==> config.mk <==
export PLATFORM = sky130hd
export DESIGN_NAME = fft_butterfly_pipe
export DESIGN_NICKNAME = d
export VERILOG_FILES = /design/src/rtl/fft_butterfly_pipe.sv
export SDC_FILE = /design/constraint.sdc
export NUM_CORES = 2
export LEC_CHECK = 0
export ABC_AREA = 1
export ABC_CLOCK_PERIOD_IN_PS = 4100
export CAP_MARGIN = 20
export CORE_ASPECT_RATIO = 1.25
export CORE_MARGIN = 5
export CORE_UTILIZATION = 45
export DETAILED_ROUTE_END_ITERATION = 10
export GPL_TIMING_DRIVEN = 0
export PLACE_DENSITY = 0.68
export SLEW_MARGIN = 0
export SYNTH_ARGS = -nofsm -noshare
export SYNTH_HDL_FRONTEND = slang
export SYNTH_SLANG_ARGS = --single-unit
export TNS_END_PERCENT = 5
==> constraint.sdc <==
create_clock -name clock -period 4.1 [get_ports clock]
set_clock_uncertainty 0.15 [all_clocks]
set_input_delay 0.82 -clock clock [delete_from_list [all_inputs] [get_ports clock]]
set_output_delay 0.82 -clock clock [all_outputs]
set_load 0.02 [all_outputs]
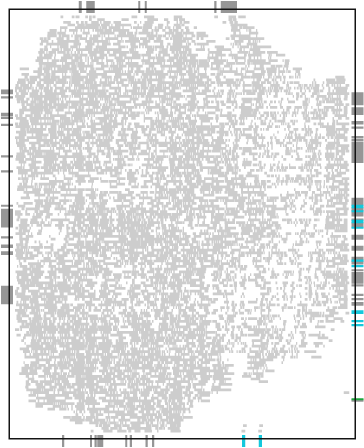
pins.png
Pins as bars across the die edge, other pins in grey.
legend:
  cyan:
    port: `even_real`
    pins: 16
    direction: input
    edge: 12 east, 4 south
  green:
    port: `reset`
    pins: 1
    direction: input
    edge: east
all pins by edge: 86 east, 42 west, 28 north, 14 south
Die Width: 341 um
floorplan die height: 424 um
# port buffers: 169

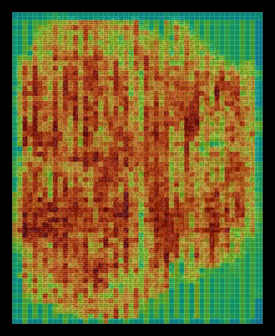
final_congestion.png
average routed wire per standard cell: 22.0 um
Global Route met1 Usage: 0.346

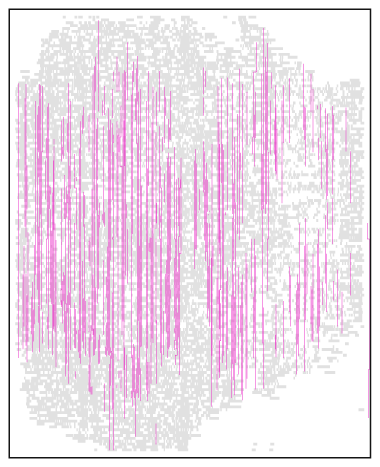
met4.png
Cells faint in the background.
share of all routed wire: 11%
wire length on this layer: 25.6 mm
aggregate routed wire length: 229 mm
total number of vias: 54800

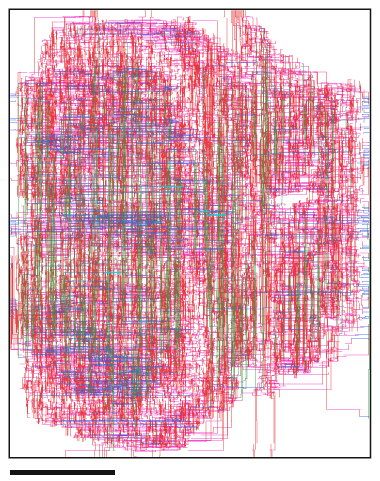
metal_stack.png
Bar = 100 um.
legend:
  blue:
    layer: met3
    wire_length: 15300 um
  green:
    layer: met4
    wire_length: 25.6 mm
  magenta:
    layer: met1
    wire_length: 79.2 mm
  red:
    layer: met2
    wire_length: 109 mm
  cyan:
    layer: met5
    wire_length: 59.8 um
Global Route Usage Sum: 0.313

==> flow_summary.html <==
<!-- implementation run metrics -->
<table>
<tr><th>Metric</th><th>Value</th></tr>
<tr><th colspan="2">Job</th></tr>
<tr><td>Tool Warnings</td><td>68</td></tr>
<tr><th colspan="2">Finish</th></tr>
<tr><td>Fill cells</td><td>12800</td></tr>
<tr><td>Share of final layout cell area taken by clock buffers and inverters</td><td>0.0124</td></tr>
<tr><td>Area Growth Syn to Fin</td><td>21.4%</td></tr>
<tr><td>Inverters</td><td>about 2100</td></tr>
<tr><td>Sequential cell area share</td><td>0.0994</td></tr>
<tr><td>Proportion of final cell area spent on non-clock buffers</td><td>0.107</td></tr>
<tr><th colspan="2">Global routing</th></tr>
<tr><td>GR Util met2</td><td>0.536</td></tr>
<tr><th colspan="2">Final timing</th></tr>
<tr><td>Final setup viols</td><td>101</td></tr>
<tr><td>Final Critical Period</td><td>5980 ps</td></tr>
<tr><td>RSZ-0062 raised after global routing</td><td>yes</td></tr>
<tr><td>Hold Worst Slack</td><td>-13.8 ps</td></tr>
<tr><td>Worst Setup Slack, final</td><td>-1880 ps</td></tr>
<tr><td>Hold violation total from the final report</td><td>1</td></tr>
<tr><th colspan="2">Synthesis</th></tr>
<tr><td>Post-synth top flop</td><td>dfrtp_1</td></tr>
<tr><td>Post-synth EDFFs</td><td>0</td></tr>
<tr><td>Cells after synthesis</td><td>approximately 8000</td></tr>
<tr><td>Count of distinct cell types in the synthesized netlist</td><td>57</td></tr>
<tr><td>Most numerous cell in the Yosys netlist</td><td>nand2_1</td></tr>
<tr><td>Top non-seq family</td><td>adder cells</td></tr>
<tr><td>Simple-gate share of the synthesized area</td><td>0.194</td></tr>
<tr><td>Post-Syn Area</td><td>61800 sq um</td></tr>
<tr><td>Yosys-reported design area after synthesis</td><td>61800 sq um</td></tr>
<tr><td>Xor and xnor fraction of the mapped netlist area</td><td>0.0227</td></tr>
<tr><th colspan="2">Worst setup path</th></tr>
<tr><td>Total buffers and inverters traversed by the critical path</td><td>7</td></tr>
<tr><td>Largest stage delay, worst path</td><td>roughly 540 ps</td></tr>
<tr><td>Critical Path Fanout Max</td><td>10</td></tr>
<tr><td>Logic depth of the worst setup path including buffers</td><td>25</td></tr>
<tr><td>Cell occurring most often along the worst timing path</td><td>fa_1</td></tr>
<tr><th colspan="2">Placement</th></tr>
<tr><td>Final HPWL DP</td><td>approximately 190 mm</td></tr>
<tr><td>Placer congestion estimate</td><td>roughly 1.0</td></tr>
<tr><th colspan="2">Floorplan</th></tr>
<tr><td>Tapcell count</td><td>1771</td></tr>
<tr><th colspan="2">Status</th></tr>
<tr><td>Outcome</td><td>finished with violations</td></tr>
<tr><td>Violated checks</td><td>hold timing, setup timing</td></tr>
<tr><th colspan="2">CTS</th></tr>
<tr><td>CTS hold repair buffers</td><td>0</td></tr>
</table>
## cells in the final DEF, fill, tap and decap left out, drive strengths merged, types with 13 or more instances in the layout
cell type / n
xor2: 74
nand3: 242
a31oi: 24
or2: 45
o21bai: 13
dfrtp: 298
buf: 373
inv: 2076
nor2: 339
clkdlybuf4s50: 105
nand2: 2250
o211ai: 35
a21oi: 337
fa: 1052
xnor2: 85
o21ai: 282
ha: 526
nand4: 59
nor3: 30
clkbuf: 265
## through the flow
step,TNS [ps],instance area (sq um)
floorplan,-141840,63200
global placement,-3594130,67100
finish,-135060,75000
global route,-151430,75000
CTS,-133580,73100
detailed placement,-374850,67200
